## config.mk

```make
export PLATFORM = sky130hd
export DESIGN_NAME = tc_loop_ctrl
export DESIGN_NICKNAME = d
export VERILOG_FILES = /design/src/rtl/tc_pkg.sv /design/src/rtl/tc_mash1_dsm.sv /design/src/rtl/tc_loop_ctrl.sv
export SDC_FILE = /design/constraint.sdc
export NUM_CORES = 1
export LEC_CHECK = 0
export CORE_MARGIN = 3
export CORE_UTILIZATION = 55
export DETAILED_ROUTE_END_ITERATION = 16
export PLACE_DENSITY = 0.74
export SYNTH_ARGS = -nofsm -noshare
export SYNTH_HDL_FRONTEND = slang
export SYNTH_HIERARCHICAL = 1
export SYNTH_SLANG_ARGS = --single-unit
```

## constraint.sdc

```tcl
create_clock -name REFCLK -period 6.3 [get_ports REFCLK]
set_input_delay 0.63 -clock REFCLK [delete_from_list [all_inputs] [get_ports REFCLK]]
set_output_delay 0.63 -clock REFCLK [all_outputs]
set_load 0.01 [all_outputs]
```

## src/rtl/tc_pkg.sv

```systemverilog
// rtl/tc_pkg.sv - shared types, decision codes and saturating adder for the TC loop
package tc_pkg;

    typedef enum logic [1:0] {
        OFF   = 2'd0,
        ACQ   = 2'd1,
        TRACK = 2'd2,
        HOLD  = 2'd3
    } tc_state_e;

    localparam logic signed [1:0] DEC_POS  = 2'sb01;
    localparam logic signed [1:0] DEC_ZERO = 2'sb00;
    localparam logic signed [1:0] DEC_NEG  = 2'sb11;

    localparam int SAT_W = 32;

    // One guard bit above SAT_W so the sum can never wrap before clamping.
    function automatic logic signed [SAT_W-1:0] sat_add(
        input logic signed [SAT_W-1:0] a,
        input logic signed [SAT_W-1:0] b,
        input logic signed [SAT_W-1:0] lo,
        input logic signed [SAT_W-1:0] hi
    );
        logic signed [SAT_W:0] s;
        logic signed [SAT_W:0] lx;
        logic signed [SAT_W:0] hx;
        s  = a + b;
        lx = lo;
        hx = hi;
        if (s > hx)
            return hi;
        else if (s < lx)
            return lo;
        else
            return s[SAT_W-1:0];
    endfunction

endpackage

```

## src/rtl/tc_mash1_dsm.sv

```systemverilog
// rtl/tc_mash1_dsm.sv - first-order delta-sigma modulator for the LSB varactor
module tc_mash1_dsm #(
    parameter int FRAC_W = 16
) (
    input  logic              REFCLK,
    input  logic              NARST,
    input  logic              CE,
    input  logic [FRAC_W-1:0] FRAC,
    output logic              Q
);

    logic [FRAC_W-1:0] sum;
    logic [FRAC_W:0]   acc;

    assign acc = {1'b0, sum} + {1'b0, FRAC};

    always_ff @(posedge REFCLK or negedge NARST) begin
        if (!NARST) begin
            sum <= '0;
            Q   <= 1'b0;
        end else if (CE) begin
            sum <= acc[FRAC_W-1:0];
            Q   <= acc[FRAC_W];
        end
    end

endmodule

```

## src/rtl/tc_loop_ctrl.sv

```systemverilog
// rtl/tc_loop_ctrl.sv - temperature-compensation loop: decision, PI filter, IIR, lock FSM, DSM
module tc_loop_ctrl
    import tc_pkg::*;
#(
    parameter int INT_W     = 4,
    parameter int FRAC_W    = 16,
    parameter int DIV_W     = 6,
    parameter int IIR_SHIFT = 8,
    parameter int LOCK_W    = 4
) (
    input  logic              REFCLK,
    input  logic              NARST,
    input  logic              TCEN,
    input  logic              TCFRZ,
    input  logic              COMP_HI,
    input  logic              COMP_LO,
    input  logic [3:0]        TCKPS,
    input  logic [3:0]        TCKIS,
    input  logic [DIV_W-1:0]  TCDIV,
    input  logic [INT_W-1:0]  TCLIM_HI,
    input  logic [INT_W-1:0]  TCLIM_LO,
    input  logic [LOCK_W-1:0] TCLOCKN,
    input  logic              DSM_CE,
    output logic [INT_W-1:0]  TCOTW_INT,
    output logic [FRAC_W-1:0] TCOTW_FRAC,
    output logic              TCOTWDSM,
    output logic              TCLOCK,
    output logic              TCSAT,
    output logic [1:0]        TCSTATE
);

    localparam int W = INT_W + FRAC_W;
    localparam logic signed [SAT_W-1:0] W_MAX = (32'sd1 <<< (W - 1)) - 32'sd1;
    localparam logic signed [SAT_W-1:0] W_MIN = -W_MAX - 32'sd1;

    tc_state_e          state;
    logic               hi_s1, hi_s2, lo_s1, lo_s2;
    logic [DIV_W-1:0]   div_cnt;
    logic               run, stb;
    logic signed [1:0]  dec, dec_now;
    logic signed [W-1:0] integ, dlf, y;
    logic [LOCK_W:0]    lock_cnt, lock_nxt;
    logic               lock_hit, miss;

    logic signed [W-1:0]     unit, inte, prop, lim_hi, lim_lo;
    logic signed [W-1:0]     integ_nxt, dlf_nxt, y_nxt;
    logic signed [SAT_W-1:0] integ_s, dlf_s;
    logic                    lim_ok, sat_nxt;
    logic                    unused_hi;

    assign TCSTATE = state;
    assign run     = (state == ACQ) || (state == TRACK);
    // Freeze and disable take effect in the same cycle, so no half-update leaks through.
    assign stb     = run && TCEN && !TCFRZ && (div_cnt >= TCDIV);

    always_comb begin
        dec_now = DEC_ZERO;
        if (hi_s2 && !lo_s2)
            dec_now = DEC_POS;
        else if (lo_s2 && !hi_s2)
            dec_now = DEC_NEG;
    end

    always_comb begin
        unit      = {{(W-2){dec[1]}}, dec} <<< FRAC_W;
        inte      = unit >>> TCKIS;
        prop      = unit >>> TCKPS;
        lim_hi    = {TCLIM_HI, {FRAC_W{1'b0}}};
        lim_lo    = {TCLIM_LO, {FRAC_W{1'b0}}};
        lim_ok    = $signed(TCLIM_LO) <= $signed(TCLIM_HI);
        integ_s   = sat_add(SAT_W'(integ), SAT_W'(inte), SAT_W'(lim_lo), SAT_W'(lim_hi));
        dlf_s     = sat_add(SAT_W'(integ), SAT_W'(prop), W_MIN, W_MAX);
        integ_nxt = lim_ok ? integ_s[W-1:0] : integ;
        dlf_nxt   = dlf_s[W-1:0];
        y_nxt     = y + (dlf >>> IIR_SHIFT) - (y >>> IIR_SHIFT);
        sat_nxt   = (integ_nxt == lim_lo) || (integ_nxt == lim_hi);
    end

    assign unused_hi = ^{integ_s[SAT_W-1:W], dlf_s[SAT_W-1:W]};

    always_ff @(posedge REFCLK or negedge NARST) begin
        if (!NARST) begin
            hi_s1      <= 1'b0;
            hi_s2      <= 1'b0;
            lo_s1      <= 1'b0;
            lo_s2      <= 1'b0;
            div_cnt    <= '0;
            dec        <= DEC_ZERO;
            integ      <= '0;
            dlf        <= '0;
            y          <= '0;
            TCOTW_INT  <= {1'b1, {(INT_W-1){1'b0}}};
            TCOTW_FRAC <= '0;
            TCSAT      <= 1'b0;
        end else begin
            hi_s1 <= COMP_HI;
            hi_s2 <= hi_s1;
            lo_s1 <= COMP_LO;
            lo_s2 <= lo_s1;
            if (stb)
                div_cnt <= '0;
            else if (run)
                div_cnt <= div_cnt + DIV_W'(1);
            else
                div_cnt <= '0;
            if (state == OFF)
                dec <= DEC_ZERO;
            else if (stb)
                dec <= dec_now;
            // Each stage consumes the previous stage's registered value: D -> INTEG/DLF -> Y -> OTW.
            if (stb) begin
                integ      <= integ_nxt;
                dlf        <= dlf_nxt;
                y          <= y_nxt;
                TCOTW_INT  <= {~y[W-1], y[W-2:FRAC_W]};
                TCOTW_FRAC <= y[FRAC_W-1:0];
                TCSAT      <= sat_nxt;
            end
        end
    end

    always_comb begin
        lock_nxt = (dec_now == DEC_ZERO) ? lock_cnt + (LOCK_W+1)'(1) : '0;
        lock_hit = lock_nxt >= {1'b0, TCLOCKN};
    end

    always_ff @(posedge REFCLK or negedge NARST) begin
        if (!NARST) begin
            state    <= OFF;
            TCLOCK   <= 1'b0;
            lock_cnt <= '0;
            miss     <= 1'b0;
        end else if (!TCEN) begin
            state    <= OFF;
            TCLOCK   <= 1'b0;
            lock_cnt <= '0;
            miss     <= 1'b0;
        end else if (TCFRZ && run) begin
            state <= HOLD;
        end else begin
            case (state)
                OFF: state <= ACQ;
                ACQ: if (stb) begin
                    lock_cnt <= lock_nxt;
                    if (lock_hit) begin
                        state  <= TRACK;
                        TCLOCK <= 1'b1;
                        miss   <= 1'b0;
                    end
                end
                TRACK: if (stb) begin
                    if (dec_now == DEC_ZERO) begin
                        miss <= 1'b0;
                    end else if (miss) begin
                        state    <= ACQ;
                        TCLOCK   <= 1'b0;
                        lock_cnt <= '0;
                        miss     <= 1'b0;
                    end else begin
                        miss <= 1'b1;
                    end
                end
                HOLD: if (!TCFRZ) begin
                    state    <= ACQ;
                    TCLOCK   <= 1'b0;
                    lock_cnt <= '0;
                    miss     <= 1'b0;
                end
                default: state <= OFF;
            endcase
        end
    end

    tc_mash1_dsm #(.FRAC_W(FRAC_W)) u_dsm (
        .REFCLK (REFCLK),
        .NARST  (NARST),
        .CE     (DSM_CE),
        .FRAC   (TCOTW_FRAC),
        .Q      (TCOTWDSM)
    );

endmodule

```

==> job_summary.md, run 1 <==
### Flow metrics

| Metric | Value |
|---|---|
| Met3 usage | 4.44% |
| Worst slack, placed | 0.409 ns |
| Initial drt markers | between 400 and 500 |
| DR vias | 8,830 |
| Met2 GRT Util | about two fifths |
| Ys async rst share | 100% |
| Status | complete, no violations |
| Final setup fails | 0 |
| Mapped cell area | 10,300 sq um |
| Hold buffer count at cts | 0 |
| Synth Area in Simple Gates | 17.8% |
| Core area | 18,100 sq um |
| Die Ht | between 100 and 150 um |
| Fmax | 179 MHz |
| ANT cells | 0 |
| Final Hold Viols | 0 |
| Final tally of max-slew violations | 0 |
| Largest area contributor in the netlist | dfrtp_1 |
| Clk Latency, worst-skew pair | roughly 0.36 ns |
| Syn nets | 1,377 |
| Critical-path top delay cell | clkdlybuf4s50_1 |
| DP HPWL | about 18,000 um |
| Max-slew headroom | 46.0% |
| Final #Nets | 1,401 |
| Leak | 0.00515 uW |
| RD Place Congestion | ~0.88 |
| RSZ-0062 raised after global routing | false |
| Top FF cell, synth | dfrtp_1 |
| Die X | 143 um |
| Worst VDD drop | ~0.27 mV |
| YS chip area | 10,300 sq um |
| Gr usage total | 24.1% |
| Post-cts resize count | 0 |
| Worst Setup End Kind | flip-flop |
| Setup CP Type | input pin to flip-flop |
| Biggest consumer | combinational cells |
| Cell count after synthesis | 1,220 |
| CP endpoint | integ[11]$_DFFE_PN0P_ |
| Antenna viol nets, final | 0 |
| GRT Residual Overflow | 0 |
| WL/cell | 16.2 um |
run 1: layout make-up:
class	instances	area share (%)
multi-input combinational	939	60.4
inverter	119	3.95
tap	229	2.53
sequential	111	24.5
timing repair buffer	64	5.48
clock buffer	10	2.11
clock inverter	6	0.995
run 1: worst max-delay path: cells and delay by family:
| family | cells | cell delay, ns |
|---|---|---|
| AND-OR/OR-AND | 9 | 1.98 |
| buffers and inverters | 1 | 0.71 |
| AND/OR/NAND/NOR | 8 | 1.94 |
| adder cells (fa/ha/maj) | 2 | 0.58 |
run 1: state kept, by name, indices dropped and copies added (netlist names), 4 cells and up:
signal,flops
TCOTW_FRAC,16
TCOTW_INT,4
div_cnt,6
dlf,12
integ,20
lock_cnt,5
u_dsm/sum,16
y,20
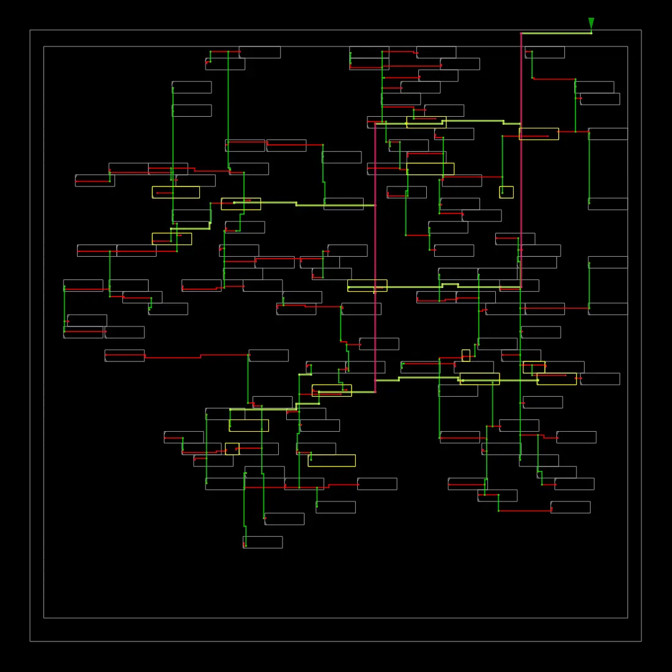
Figure 1: run 1, clock routing.
Clk. pwr: 685 uW
flip-flops: 111
clock buffer count in the final layout: 10

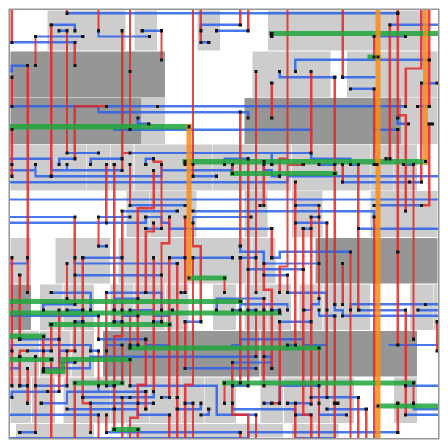
Figure 2: run 1, close-up of the layout.
Window x 59 to 84, y 59 to 84 um. Cells in grey, sequential cells in the stronger grey; small squares are vias.
- orange: metal 4
- green: metal 3
- red: metal 2
- blue: metal 1
- cells with their middle in the window: 57
- most frequent: inv_1 (11), nand2_1 (10)
- netlist names of flops here include: dlf (6)
- sequential cells in the window: 6

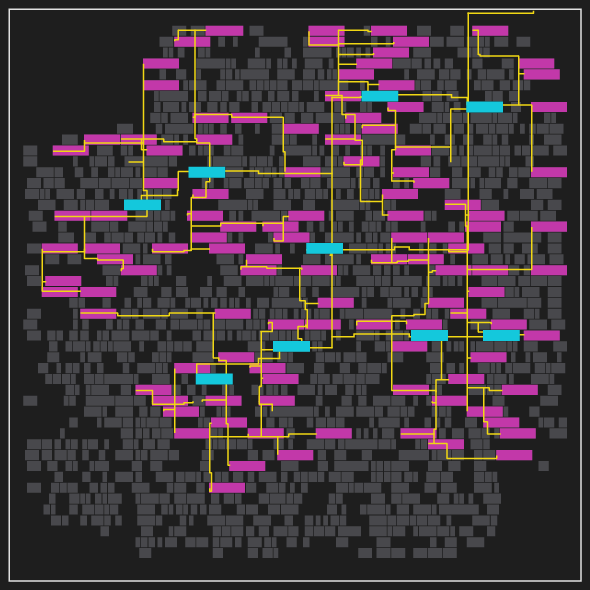
Figure 3: run 1, routed clock nets over the placement.
Drawn at 4 px/um.
- yellow: clock wires (length 1,550 um)
- magenta: flip-flops (count 111)
- cyan: clock drivers (count 9)
- routed clock nets: 10
- flops lie: spread over the die

==> run 2, diff against run 1 <==
- CORE_UTILIZATION: 55 -> 45
- PLACE_DENSITY: 0.74 -> unset
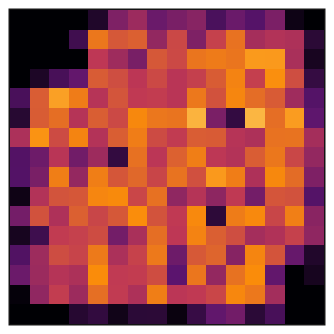
Figure 4: run 2, cell density map.
Drawn at 2 px/um. 16 x 16 tiles, from black (low) to pale yellow (high), 0 to 100% covered.
- fullest tile: 84%
- nearly empty tiles: 8.6%
- emptiest ninth of the die: north-west
- densest ninth of the die: centre
- mean over tiles: 45%

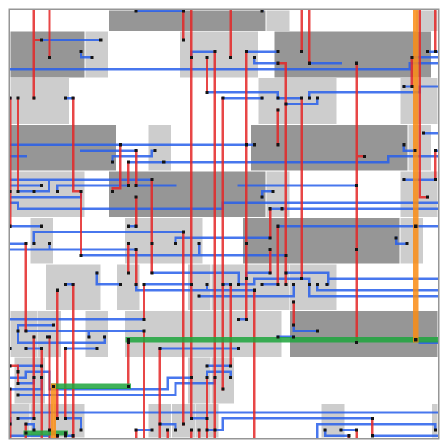
Figure 5: run 2, close-up of the layout.
Window x 66 to 91, y 66 to 91 um. Cells in grey, sequential cells in the stronger grey; small squares are vias.
- orange: metal 4
- green: metal 3
- blue: metal 1
- red: metal 2
- most frequent: nand2_1 (7)
- sequential cells in the window: 6
- cells with their middle in the window: 36
- netlist names of flops here include: dlf (5), y (1)

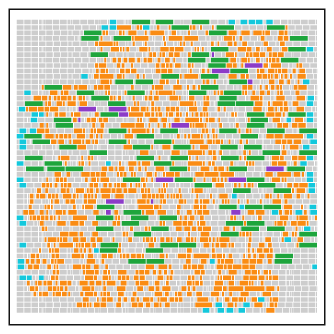
Figure 6: run 2, cell classes on the final placement.
Drawn at 2 px/um. Fill, decap, tap and diode cells in grey.
- cyan: other buffers and delay cells (cells 66; share of their area 5.8%)
- orange: combinational and other logic (cells 1,058; share of their area 66%)
- green: flops (cells 111; share of their area 25%)
- purple: clock drivers and dummy loads (cells 16; share of their area 2.5%)

==> run 2 against run 1 <==
Critical endpoint unchanged. Via count shrank 2.4%. Total power shrank 3.4%. Fmax grew 0.99%. Non-clock buffer count grew 2. Cell count grew 3.6%. Wire length grew 1.8%. Clock-buffer cell count grew 4.
==> job_summary.md, run 2 <==
### Flow metrics

| Metric | Value |
|---|---|
| Highest routed layer | met4 |
| CP endpoint | integ[11]$_DFFE_PN0P_ |
| Final tally of max-slew violations | 0 (unchanged) |
| Cell count after synthesis | 1,220 (unchanged) |
| Clk. pwr | 556 uW (-19%) |
| RSZ-0062 raised after global routing | false |
| DP HPWL | 19,100 um (+4.1%) |
| Ys async rst share | 100% (unchanged) |
| Largest area contributor in the netlist | dfrtp_1 |
| Die X | 157 um (+10%) |
| Syn nets | 1,377 (unchanged) |
| Status | complete, no violations |
| GRT Residual Overflow | 0 (unchanged) |
| Buf+Inv Stages, Crit Path | 1 (unchanged) |
| Fmax | 181 MHz (+0.99%) |
| Synth top cells by count | 124 x nand2_1, 119 x inv_1, 110 x dfrtp_1, 102 x ha_1, 86 x nor2_1 |
| YS chip area | 10,300 sq um (unchanged) |
| Final #Nets | 1,403 (+0.14%) |
| Antenna viol nets, final | 0 (unchanged) |
| Final Hold Viols | 0 (unchanged) |
| Met2 GRT Util | 30.8% (-8.4 points) |
| Die Ht | 157 um (+10%) |
| Worst VDD drop | 0.284 mV (+5.9%) |
| Top Family by Delay on Critical Path | AND-OR/OR-AND gates |
| Initial drt markers | 407 (-6.9%) |
| Critical-path top delay cell | clkdlybuf4s50_1 |
| Mapped cell area | 10,300 sq um (unchanged) |
| WL/cell | 16.0 um (-1.8%) |
| Top Registers | integ (20), y (20) |
| DR vias | 8,617 (-2.4%) |
| Post-cts resize count | 0 (unchanged) |
| Biggest consumer | combinational cells |
| ANT cells | 0 (unchanged) |
| CP max stage delay | 0.84 ns |
| Synth Area in Simple Gates | 17.8% (unchanged) |
| Hold buffer count at cts | 0 (unchanged) |
| Gr usage total | 20.2% (-3.9 points) |
| Max-slew headroom | 42.7% (-3.4 points) |
| Final setup fails | 0 (unchanged) |
| RD Place Congestion | 0.841 (-3.9%) |
| Met3 usage | 3.88% (-0.56 points) |
| Boundary Pins | 58 |
| Register bit total from synthesis | 111 |
| Fin cells | between 1,500 and 2,000 |
| Setup CP Type | input pin to flip-flop |
| Layout cells sized above 1 | 6.63% |
| Worst Setup End Kind | flip-flop |
[run 2: cell count changes in the layout (fill, tap and decap cells not counted), sizes merged]
| cell | change |
|---|---|
| clkbuf | +4 |
| bufinv | -3 |
| buf | +2 |
| clkinvlp | +2 |
| inv | -2 |
| clkinv | -1 |
[run 2: layout make-up]
cell class              instances  area [sq um]
clock buffers                  14           264
clock inverters                 2          15.0
fillers                      2127         10800
inverters                     119           447
multi-input cells             939          6840
flip-flops and latches        111          2780
well taps                     280           350
repair buffers                 66           636
[run 2: stage by stage]
stage          total power, uW  worst slack (ns)
2_1_floorplan             3250              1.46
5_1_grt                   4890             0.249
3_5_place_dp              3860             0.481
4_1_cts                   4440             0.838
6_report                  4400             0.772
3_3_place_gp              3820             0.557
==> run 3, diff against run 2 <==
--- a/constraint.sdc
+++ b/constraint.sdc
@@ -3,2 +3,2 @@
 set_output_delay 0.63 -clock REFCLK [all_outputs]
-set_load 0.01 [all_outputs]
+set_load 0.005 [all_outputs]
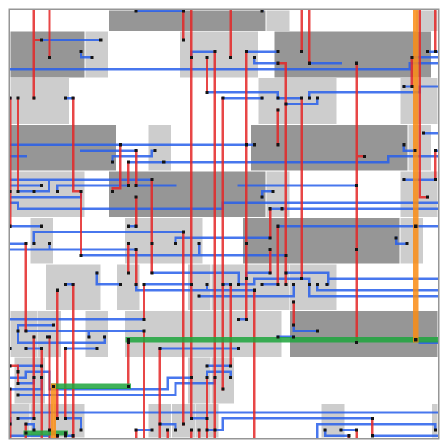
Figure 7: run 3, close-up of the layout.
Window x 66 to 91, y 66 to 91 um. Cells in grey, sequential cells in the stronger grey; small squares are vias.
- orange: metal 4
- blue: metal 1
- green: metal 3
- red: metal 2
- sequential cells in the window: 6
- cells with their middle in the window: 36
- most frequent: nand2_1 (7)
- netlist names of flops here include: dlf (5), y (1)

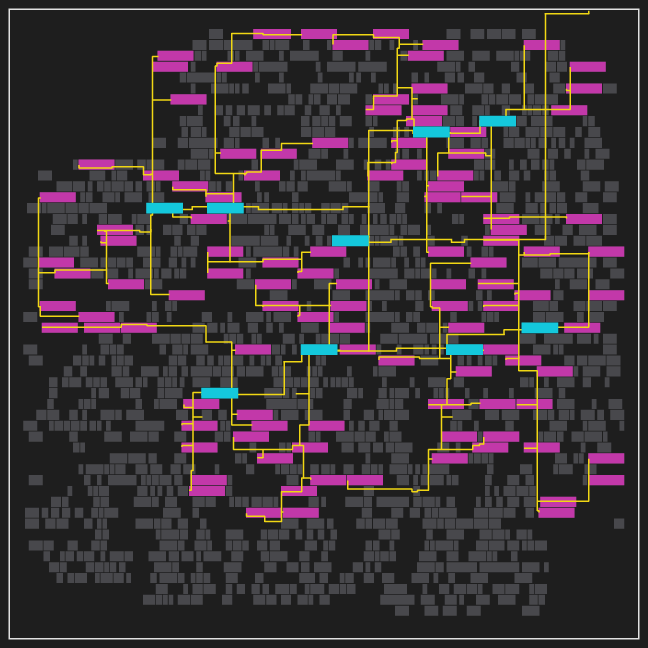
Figure 8: run 3, routed clock nets over the placement.
Drawn at 4 px/um.
- cyan: clock drivers (count 9)
- magenta: flip-flops (count 111)
- yellow: clock wires (length 1,600 um)
- routed clock nets: 10

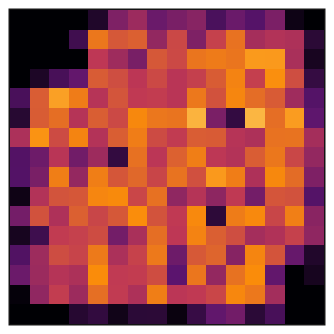
Figure 9: run 3, cell density map.
Drawn at 2 px/um. 16 x 16 tiles, from black (low) to pale yellow (high), 0 to 100% covered.
- emptiest ninth of the die: north-west
- nearly empty tiles: 8.6%
- mean over tiles: 45%
- tiles over 75% full: 4.3%
- fullest tile: 84%

==> run 3 against run 2 <==
Synthesized area stayed put. Die size stayed put. Design area stayed put. Worst setup slack stayed put. Worst hold slack stayed put. Total power is 0.29% lower. Sequential share of layout area stayed put. Combinational power hardly changed. First-iteration DRC count stayed put. Global-route usage stayed put. Sequential power hardly changed. Critical endpoint unchanged. Highest routed layer unchanged.
==> job_summary.md, run 3 <==
### Flow metrics

| Metric | Value |
|---|---|
| Final #Nets | 1,403 (unchanged) |
| Final tally of max-slew violations | 0 (unchanged) |
| RD Place Congestion | 0.841 (unchanged) |
| Setup WS post-layout | 0.772 ns (unchanged) |
| Met2 GRT Util | 30.8% (unchanged) |
| RSZ-0062 raised after global routing | false |
| DP HPWL | 19,100 um (unchanged) |
| Synth Area in Simple Gates | 17.8% (unchanged) |
| Ys async rst share | 100% (unchanged) |
| Final setup fails | 0 (unchanged) |
| CP max stage delay | 0.84 ns (about the same) |
| Critical-path top delay cell | clkdlybuf4s50_1 |
| Syn nets | 1,377 (unchanged) |
| Setup CP Type | input pin to flip-flop |
| Cell count after synthesis | 1,220 (unchanged) |
| DR vias | 8,617 (unchanged) |
| Hold buffer count at cts | 0 (unchanged) |
| Post-cts resize count | 0 (unchanged) |
| Fin cells | 1,531 (unchanged) |
| Clock slew at reported path FFs | ~0.07 ns |
| Synth top cells by count | 124 x nand2_1, 119 x inv_1, 110 x dfrtp_1, 102 x ha_1, 86 x nor2_1 |
| Final Hold Viols | 0 (unchanged) |
| Initial drt markers | 407 (unchanged) |
| Yosys Warn Count | 6 |
| Largest area contributor in the netlist | dfrtp_1 |
| Status | complete, no violations |
| ANT cells | 0 (unchanged) |
| Met3 usage | 3.88% (unchanged) |
| Mapped cell area | 10,300 sq um (unchanged) |
| Worst VDD drop | 0.284 mV (about the same) |
| Buf+Inv Stages, Crit Path | 1 (unchanged) |
| Die X | 157 um (unchanged) |
| Total power draw | 4380 uW (-0.29%) |
| Max-slew headroom | 42.7% (unchanged) |
| GRT Residual Overflow | 0 (unchanged) |
| Boundary Pins | 58 (unchanged) |
| Worst Setup End Kind | flip-flop |
| Worst slack, placed | 0.481 ns (unchanged) |
| Antenna viol nets, final | 0 (unchanged) |
| Fmax | 181 MHz (unchanged) |
| Biggest consumer | combinational cells |
| Met1 Usage GRT | between 30% and 40% |
| YS chip area | 10,300 sq um (unchanged) |
| CP endpoint | integ[11]$_DFFE_PN0P_ |
| Highest routed layer | met4 |
| Die Ht | 157 um (unchanged) |
| Fill cells | 2,127 (unchanged) |
| Top Family by Delay on Critical Path | AND-OR/OR-AND gates |
| Top Registers | integ (20), y (20) |
## run 3: cell counts after synthesis
No cell type changed its count.
## run 3: logic make-up after synthesis
family / count (synthesis)
AND/OR/NAND/NOR: 379
AND-OR/OR-AND: 352
buffers and inverters: 170
adder cells (fa/ha/maj): 124
flip-flops: 111
XOR/XNOR: 61
multiplexers: 23
## run 3: layout make-up
class | instances | area, sq um | share of cell area, %
clock buffer | 14 | 264 | 2.33
clock inverter | 2 | 15.0 | 0.133
inverter | 119 | 447 | 3.94
multi-input combinational | 939 | 6840 | 60.4
sequential | 111 | 2780 | 24.5
tap | 280 | 350 | 3.09
timing repair buffer | 66 | 636 | 5.61
Power figures rest on the tool's default switching activity, not on a simulated workload.
